Figure 1. Routed clock nets over the placement.
(2 px per um)
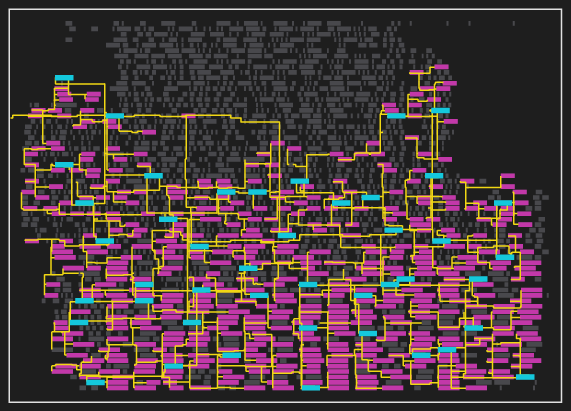
Figure 2. A small window of the routed layout.
Window x 125 to 150, y 85 to 110 um. Cells in grey, sequential cells in the stronger grey; small squares are vias.
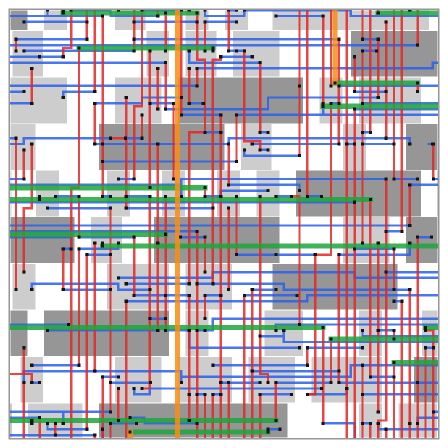
Figure 3. Clock routing.
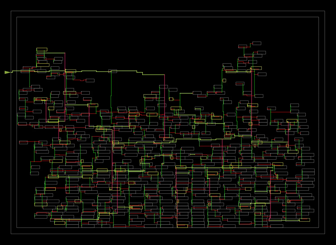
Figure 4. Placement density heat map.
(1 px per um) 28 x 20 tiles, from black (low) to pale yellow (high), 0 to 100% covered.
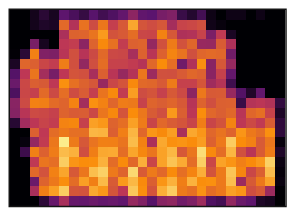
==> config.mk <==
export PLATFORM = sky130hd
export DESIGN_NAME = pantalla_dma_wb
export DESIGN_NICKNAME = d
export VERILOG_FILES = /design/src/rtl/pantalla_dma_wb.sv
export SDC_FILE = /design/constraint.sdc
export NUM_CORES = 1
export LEC_CHECK = 0
export CAP_MARGIN = 10
export CELL_PAD_IN_SITES_DETAIL_PLACEMENT = 1
export CELL_PAD_IN_SITES_GLOBAL_PLACEMENT = 1
export CORE_ASPECT_RATIO = 0.7
export CORE_MARGIN = 5
export CORE_UTILIZATION = 49
export DETAILED_ROUTE_END_ITERATION = 8
export PLACE_DENSITY = 0.82
export SLEW_MARGIN = 0
export SYNTH_ARGS = -nofsm -noshare
export SYNTH_HDL_FRONTEND = slang
export SYNTH_SLANG_ARGS = --single-unit
export TNS_END_PERCENT = 1
==> constraint.sdc <==
create_clock -name clk -period 8.9 [get_ports clk]
set_input_delay 0.89 -clock clk [delete_from_list [all_inputs] [get_ports clk]]
set_output_delay 0.89 -clock clk [all_outputs]
set_load 0.03 [all_outputs]
==> src/rtl/pantalla_dma_wb.sv <==
// Wishbone LCD window-write controller for 8080-style parallel TFT panels.
// Optional interrupt output enabled by defining PANTALLA_DMA_IRQ_EN.
module pantalla_dma_wb #(
    parameter int DW         = 16,
    parameter int FIFO_DEPTH = 16,
    parameter int WR_CYCLES  = 2,
    parameter int COORD_W    = 9
) (
    input  logic          clk,
    input  logic          rst,
    input  logic          wb_stb_i,
    input  logic          wb_cyc_i,
    output logic          wb_ack_o,
    input  logic          wb_we_i,
    input  logic [31:0]   wb_adr_i,
    input  logic [3:0]    wb_sel_i,
    input  logic [31:0]   wb_dat_i,
    output logic [31:0]   wb_dat_o,
    output logic [DW-1:0] lcd_d,
    output logic          lcd_dc,
    output logic          lcd_wr_n,
    output logic          lcd_cs_n,
    output logic          lcd_rst_n,
    output logic          irq_o
);
    // state  | meaning
    // IDLE   | waiting for START; drains FIFO entries as raw writes
    // RAW    | single raw FIFO write in flight
    // CHECK  | validate latched window, load pixel count
    // CASET  | column address command + 4 x bytes
    // RASET  | row address command + 4 y bytes
    // RAMWR  | memory write command
    // PIX    | pixel stream (solid colour or FIFO)
    // DONE   | wait for last strobe, flag completion
    typedef enum logic [2:0] {
        S_IDLE, S_RAW, S_CHECK, S_CASET, S_RASET, S_RAMWR, S_PIX, S_DONE
    } state_t;

    localparam int AW = $clog2(FIFO_DEPTH);
    localparam int LW = AW + 1;
    localparam int TW = (WR_CYCLES > 1) ? $clog2(WR_CYCLES) : 1;
    localparam int CW = 2 * COORD_W;
    localparam logic [TW-1:0] T_LOAD = TW'(WR_CYCLES - 1);

    state_t state, state_nx;

    logic               wb_req, wb_wr;
    logic [2:0]         reg_adr;
    logic [31:0]        rdata, w1c;
    logic               start_req, ctrl_src, ctrl_ie, prst;
    logic [COORD_W-1:0] x0, x1, y0, y1;
    logic [15:0]        color;
    logic               st_done, st_ovf, st_err;

    logic [COORD_W-1:0] cur_x0, cur_x1, cur_y0, cur_y1;
    logic [15:0]        cur_color;
    logic               cur_src;
    logic [CW-1:0]      pix_cnt, win_w, win_h;
    logic [2:0]         byte_idx;
    logic               pix_lo;

    logic [DW:0]        fifo_mem [FIFO_DEPTH];
    logic [AW-1:0]      wr_ptr, rd_ptr;
    logic [LW-1:0]      level;
    logic               fifo_full, fifo_empty, push, push_ok, pop;
    logic [DW:0]        fifo_q;

    logic               bw_busy, bw_low, bw_ready;
    logic [TW-1:0]      bw_tmr;

    logic               issue, issue_dc, latch_cfg, cnt_load, cnt_dec, lo_tgl;
    logic               idx_clr, idx_inc, set_err, set_done;
    logic [DW-1:0]      issue_data, color_word;
    logic [COORD_W-1:0] coord;
    logic [15:0]        w16;
    logic [7:0]         win_byte;

    logic               unused_bits;
    assign unused_bits = ^{wb_adr_i, wb_dat_i, wb_sel_i};

    assign wb_req  = wb_stb_i & wb_cyc_i & ~wb_ack_o;
    assign wb_wr   = wb_req & wb_we_i & (wb_sel_i != 4'b0);
    assign reg_adr = wb_adr_i[4:2];
    assign w1c     = (wb_wr && reg_adr == 3'd7) ? wb_dat_i : 32'h0;

    always_comb begin
        rdata = '0;
        case (reg_adr)
            3'd0: rdata[2:0] = {ctrl_ie, ctrl_src, state != S_IDLE};
            3'd1: rdata[0] = prst;
            3'd2: begin
                rdata[COORD_W-1:0]     = x0;
                rdata[16+COORD_W-1:16] = x1;
            end
            3'd3: begin
                rdata[COORD_W-1:0]     = y0;
                rdata[16+COORD_W-1:16] = y1;
            end
            3'd4: rdata[15:0] = color;
            3'd7: rdata[12:0] = {st_err, st_ovf, st_done, fifo_empty, fifo_full, 8'(level)};
            default: rdata = '0;
        endcase
    end

    always_ff @(posedge clk) begin
        if (!rst) begin
            wb_ack_o  <= 1'b0;
            wb_dat_o  <= '0;
            start_req <= 1'b0;
            ctrl_src  <= 1'b0;
            prst      <= 1'b0;
            x0 <= '0; x1 <= '0; y0 <= '0; y1 <= '0;
            color     <= '0;
            st_done   <= 1'b0;
            st_ovf    <= 1'b0;
            st_err    <= 1'b0;
        end else begin
            wb_ack_o  <= wb_req;
            wb_dat_o  <= (wb_req && !wb_we_i) ? rdata : 32'h0;
            start_req <= 1'b0;
            if (wb_wr) begin
                case (reg_adr)
                    3'd0: begin
                        start_req <= wb_dat_i[0];
                        ctrl_src  <= wb_dat_i[1];
                    end
                    3'd1: prst <= wb_dat_i[0];
                    3'd2: begin
                        x0 <= wb_dat_i[COORD_W-1:0];
                        x1 <= wb_dat_i[16+COORD_W-1:16];
                    end
                    3'd3: begin
                        y0 <= wb_dat_i[COORD_W-1:0];
                        y1 <= wb_dat_i[16+COORD_W-1:16];
                    end
                    3'd4: color <= wb_dat_i[15:0];
                    default: ;
                endcase
            end
            // a new event wins over a simultaneous clear
            st_done <= set_done | (st_done & ~w1c[10]);
            st_ovf  <= (push & fifo_full & ~pop) | (st_ovf & ~w1c[11]);
            st_err  <= set_err | (st_err & ~w1c[12]);
        end
    end

`ifdef PANTALLA_DMA_IRQ_EN
    always_ff @(posedge clk) begin
        if (!rst) begin
            ctrl_ie <= 1'b0;
            irq_o   <= 1'b0;
        end else begin
            if (wb_wr && reg_adr == 3'd0)
                ctrl_ie <= wb_dat_i[2];
            irq_o <= ctrl_ie & (st_done | st_ovf | st_err);
        end
    end
`else
    assign ctrl_ie = 1'b0;
    assign irq_o   = 1'b0;
`endif

    assign lcd_rst_n = ~prst;
    assign lcd_cs_n  = (state == S_IDLE);

    assign fifo_full  = (level == LW'(FIFO_DEPTH));
    assign fifo_empty = (level == '0);
    assign fifo_q     = fifo_mem[rd_ptr];
    assign push       = wb_wr && (reg_adr == 3'd5 || reg_adr == 3'd6);
    assign push_ok    = push && (!fifo_full || pop);

    always_ff @(posedge clk) begin
        if (push_ok)
            fifo_mem[wr_ptr] <= {reg_adr == 3'd6, wb_dat_i[DW-1:0]};
    end

    always_ff @(posedge clk) begin
        if (!rst) begin
            wr_ptr <= '0;
            rd_ptr <= '0;
            level  <= '0;
        end else begin
            if (push_ok) wr_ptr <= wr_ptr + AW'(1);
            if (pop)     rd_ptr <= rd_ptr + AW'(1);
            if (push_ok && !pop)
                level <= level + LW'(1);
            else if (!push_ok && pop)
                level <= level - LW'(1);
        end
    end

    // ready during the final high-phase clock so strobes run back to back
    assign bw_ready = !bw_busy || (!bw_low && bw_tmr == '0);

    always_ff @(posedge clk) begin
        if (!rst) begin
            lcd_d    <= '0;
            lcd_dc   <= 1'b0;
            lcd_wr_n <= 1'b1;
            bw_busy  <= 1'b0;
            bw_low   <= 1'b0;
            bw_tmr   <= '0;
        end else if (issue) begin
            lcd_d    <= issue_data;
            lcd_dc   <= issue_dc;
            lcd_wr_n <= 1'b0;
            bw_busy  <= 1'b1;
            bw_low   <= 1'b1;
            bw_tmr   <= T_LOAD;
        end else if (bw_busy) begin
            if (bw_tmr != '0) begin
                bw_tmr <= bw_tmr - TW'(1);
            end else if (bw_low) begin
                lcd_wr_n <= 1'b1;
                bw_low   <= 1'b0;
                bw_tmr   <= T_LOAD;
            end else begin
                bw_busy <= 1'b0;
            end
        end
    end

    assign win_w = CW'(cur_x1) - CW'(cur_x0) + CW'(1);
    assign win_h = CW'(cur_y1) - CW'(cur_y0) + CW'(1);

    always_comb begin
        coord      = '0;
        w16        = '0;
        win_byte   = '0;
        color_word = '0;
        if (state == S_CASET)
            coord = (byte_idx < 3'd3) ? cur_x0 : cur_x1;
        else
            coord = (byte_idx < 3'd3) ? cur_y0 : cur_y1;
        w16 = 16'(coord);
        if (byte_idx == 3'd0)
            win_byte = (state == S_CASET) ? 8'h2A : 8'h2B;
        else if (byte_idx[0])
            win_byte = w16[15:8];
        else
            win_byte = w16[7:0];
        if (DW == 8)
            color_word = DW'(pix_lo ? cur_color[7:0] : cur_color[15:8]);
        else
            color_word = DW'(cur_color);
    end

    always_comb begin
        state_nx   = state;
        issue      = 1'b0;
        issue_data = '0;
        issue_dc   = 1'b0;
        pop        = 1'b0;
        latch_cfg  = 1'b0;
        cnt_load   = 1'b0;
        cnt_dec    = 1'b0;
        lo_tgl     = 1'b0;
        idx_clr    = 1'b0;
        idx_inc    = 1'b0;
        set_err    = 1'b0;
        set_done   = 1'b0;
        case (state)
            S_IDLE: begin
                if (start_req) begin
                    latch_cfg = 1'b1;
                    state_nx  = S_CHECK;
                end else if (!fifo_empty) begin
                    pop        = 1'b1;
                    issue      = 1'b1;
                    issue_data = fifo_q[DW-1:0];
                    issue_dc   = fifo_q[DW];
                    state_nx   = S_RAW;
                end
            end
            S_RAW: if (bw_ready) state_nx = S_IDLE;
            S_CHECK: begin
                if (cur_x1 < cur_x0 || cur_y1 < cur_y0) begin
                    set_err  = 1'b1;
                    state_nx = S_IDLE;
                end else begin
                    cnt_load = 1'b1;
                    idx_clr  = 1'b1;
                    state_nx = S_CASET;
                end
            end
            S_CASET, S_RASET: begin
                if (bw_ready) begin
                    issue      = 1'b1;
                    issue_data = DW'(win_byte);
                    issue_dc   = (byte_idx != 3'd0);
                    if (byte_idx == 3'd4) begin
                        idx_clr  = 1'b1;
                        state_nx = (state == S_CASET) ? S_RASET : S_RAMWR;
                    end else begin
                        idx_inc = 1'b1;
                    end
                end
            end
            S_RAMWR: begin
                if (bw_ready) begin
                    issue      = 1'b1;
                    issue_data = DW'(8'h2C);
                    state_nx   = S_PIX;
                end
            end
            S_PIX: begin
                if (bw_ready && (!cur_src || !fifo_empty)) begin
                    issue    = 1'b1;
                    issue_dc = 1'b1;
                    if (cur_src) begin
                        pop        = 1'b1;
                        issue_data = fifo_q[DW-1:0];
                    end else begin
                        issue_data = color_word;
                    end
                    lo_tgl = (DW == 8);
                    if (DW != 8 || pix_lo) begin
                        cnt_dec = 1'b1;
                        if (pix_cnt == CW'(1))
                            state_nx = S_DONE;
                    end
                end
            end
            S_DONE: begin
                if (bw_ready) begin
                    set_done = 1'b1;
                    state_nx = S_IDLE;
                end
            end
            default: state_nx = S_IDLE;
        endcase
    end

    always_ff @(posedge clk) begin
        if (!rst) begin
            state     <= S_IDLE;
            cur_x0 <= '0; cur_x1 <= '0; cur_y0 <= '0; cur_y1 <= '0;
            cur_color <= '0;
            cur_src   <= 1'b0;
            pix_cnt   <= '0;
            byte_idx  <= '0;
            pix_lo    <= 1'b0;
        end else begin
            state <= state_nx;
            if (latch_cfg) begin
                cur_x0    <= x0;
                cur_x1    <= x1;
                cur_y0    <= y0;
                cur_y1    <= y1;
                cur_color <= color;
                cur_src   <= ctrl_src;
            end
            if (cnt_load) begin
                pix_cnt <= win_w * win_h;
                pix_lo  <= 1'b0;
            end else begin
                if (cnt_dec) pix_cnt <= pix_cnt - CW'(1);
                if (lo_tgl)  pix_lo  <= ~pix_lo;
            end
            if (idx_clr)
                byte_idx <= '0;
            else if (idx_inc)
                byte_idx <= byte_idx + 3'd1;
        end
    end
endmodule

==> results.py <==
# Metrics from the implementation run
metrics = {
    "run_status": {
        "outcome": "finished, final reports clean",
    },
    "clock_tree": {
        "root_buffer": "clkbuf_16",
        "cts_resized": 0,
        "clk_pin_slew_ns": 0.07,
        "cts.path.max_buffers": 3,
        "cts_tree": "built",
    },
    "logic_synthesis": {
        "ys_sh_adder_pct": 11.8,
        "synth-main-ff-cell": "edfxtp_1",
        "area_leaders": "edfxtp_1, dfxtp_1, mux4_2",
        "synth_cells": 2069,
        "top_cells_by_count": "nand2_1, edfxtp_1, dfxtp_1",
        "ys_seq_share_pct": 50.3,
        "synth.area.mux_share_pct": 9.60,
        "ys_top_logic_family": "simple AND/OR/NAND/NOR gates",
        "synth_stat.cells": 2069,
        "top_cell_area_share_pct": 33.8,
        "yosysChipArea_um2": 24100,
        "ys_sh_xor_pct": 2.48,
        "avgSynthCellArea_um2": 11.7,
        "synth_area_um2": 24100,
    },
    "critical_path": {
        "cp_max_fo": 5,
        "slowest_delay_ns": 0.55,
        "worst_ep_arrival_time_ns": 8.46,
        "end_kind": "flop",
        "r2r_end": "pix_cnt[14]",
        "reg2reg_from": "cur_x1[0]",
        "slowest_stage": "fa_1",
        "rr_worst_depth": 30,
        "r2r_setup_slack_ns": 0.88,
        "worstSetupEndpoint": "pix_cnt[14]",
        "worst_ep_required_time_ns": 9.34,
    },
    "pwr": {
        "top_power_group": "sequential cells",
        "p_per_area_nw_per_um2": 198,
        "p_total_mw": 5.42,
        "leakagePower_nw": 9.88,
        "peakVddDrop_uv": 161,
        "p_clk_share_pct": 36.7,
        "comb_power_uw": 965,
        "p_int_mw": 3.95,
        "combPwrFrac_pct": 17.8,
        "p_seq_mw": 2.47,
    },
    "final_layout": {
        "drive_above_1_share_pct": 11.7,
        "nNetsFinal": 2385,
        "fin_cells": 2843,
        "area_growth_pct": 13.2,
        "post-route-util_pct": 55.8,
        "design_area_um2": 27300,
        "diodes": 0,
    },
    "hold_path": {
        "min_to": "color_word[6]",
        "min-delay-start": "color_word[6]",
        "hold_depth": 2,
    },
    "floorplan": {
        "row_count": 68,
        "coreArea_um2": 49000,
        "fp-utilization_pct": 49.3,
        "die_area_um2": 53900,
        "die_w_um": 275,
        "num_io_pins": 127,
        "die_height_um": 196,
    },
    "placed_design": {
        "numPortBuffers": 82,
        "placed_cells": 2759,
        "place_area_um2": 25800,
        "dp_slack_ns": 0.914,
        "dp_hpwl_um": 48400,
        "place.gp.congestion": 0.842,
    },
    "routing": {
        "met1_length_um": 30100,
        "viasPerCell": 5.90,
        "ant_nets": 0,
        "wl_met2_um": 32500,
        "route.met3.wl_um": 5720,
        "routed.top_layer": "met5",
    },
    "sta": {
        "relSlewSlack_pct": 21.3,
        "final-setup-viol-count": 0,
        "min_period_ns": 8.02,
        "tns_ns": 0,
        "setup_ws_ns": 0.880,
        "tightest_slew_ns": 1.18,
        "rsz0062_at_grt": "no",
        "fmax_mhz": 125,
    },
    "global_route": {
        "grt_pass1_vias": 17900,
        "grt_remaining_overflow": 0,
    },
    "flow_run": {
        "cap_violations": 0,
        "tool_warnings": 67,
    },
}
About Figure 1:
[cyan] cells driving clock nets | count: 44
[magenta] flip-flops | count: 471
[yellow] clock wires | length: 5570 um
routed clock nets: 45

About Figure 2:
| colour | layer |
|---|---|
| red | met2 |
| green | met3 |
| orange | met4 |
| blue | met1 |
most frequent: nand2_1 (12), dfxtp_1 (8), a21boi_0 (4)
netlist names of flops here include: lcd_d (2), x0 (2), y0 (2)
sequential cells in the window: 9
cells with their middle in the window: 41

About Figure 3:
final-layout clock buffer total: 66
Late-Pin Clk Latency: 0.57 ns
Clock Skews: 0.0169 ns
Num CTS Buffers: 44
clock-net power: 1.99 mW

About Figure 4:
fullest tile: 96%
nearly empty tiles: 13%
emptiest ninth of the die: upper right
tiles over 75% full: 15%
mean over tiles: 49%

cell type report:
cell class	count	area, um2	share of cell area [%]
Timing Repair Buffer	126	1160	4.26
Tap cell	665	832	3.04
Sequential cell	471	12200	44.5
Multi-Input combinational cell	1319	11000	40.2
Inverter	180	676	2.47
Clock inverter	16	226	0.828
Clock buffer	66	1290	4.74
critical path, delay by kind of cell, from the launching register on:
family	cells	cell delay [ns]
flip-flops	1	0.32
adder cells (fa/ha/maj)	8	3.50
XOR/XNOR	3	0.75
AND/OR/NAND/NOR	6	1.22
AND-OR/OR-AND	8	1.81
buffers and inverters	5	0.27
layout by cell type (no fill, tap or decap), types with 9 or more instances in the layout:
| cell | count |
|---|---|
| and2_1 | 57 |
| clkbuf_1 | 12 |
| xnor2_1 | 42 |
| clkdlybuf4s50_1 | 81 |
| nand4_1 | 11 |
| a21o_1 | 14 |
| o21ai_0 | 40 |
| nor3_1 | 25 |
| nor2_2 | 14 |
| inv_1 | 179 |
| nor2_1 | 88 |
| a21boi_0 | 85 |
| nand3_1 | 15 |
| mux4_2 | 91 |
| a21oi_1 | 85 |
| nand2_1 | 323 |
| fa_1 | 95 |
| xor2_1 | 20 |
| a222oi_1 | 12 |
| mux2i_1 | 20 |
| nor2b_1 | 36 |
| and2b_1 | 9 |
| dfxtp_1 | 197 |
| ha_1 | 75 |
| edfxtp_1 | 272 |
| nand2b_1 | 12 |
| clkbuf_8 | 9 |
| clkbuf_16 | 45 |
| buf_4 | 43 |
| and3_1 | 12 |
sequential cells by signal, summed over array words and instances, names as in the netlist, 16 cells and up, named ones only:
register	count
pix_cnt	18
wb_dat_o	25
color	16
lcd_d	16
fifo_mem	272
color_word	16
No activity file was given, so power comes from the tool's default toggle rates.
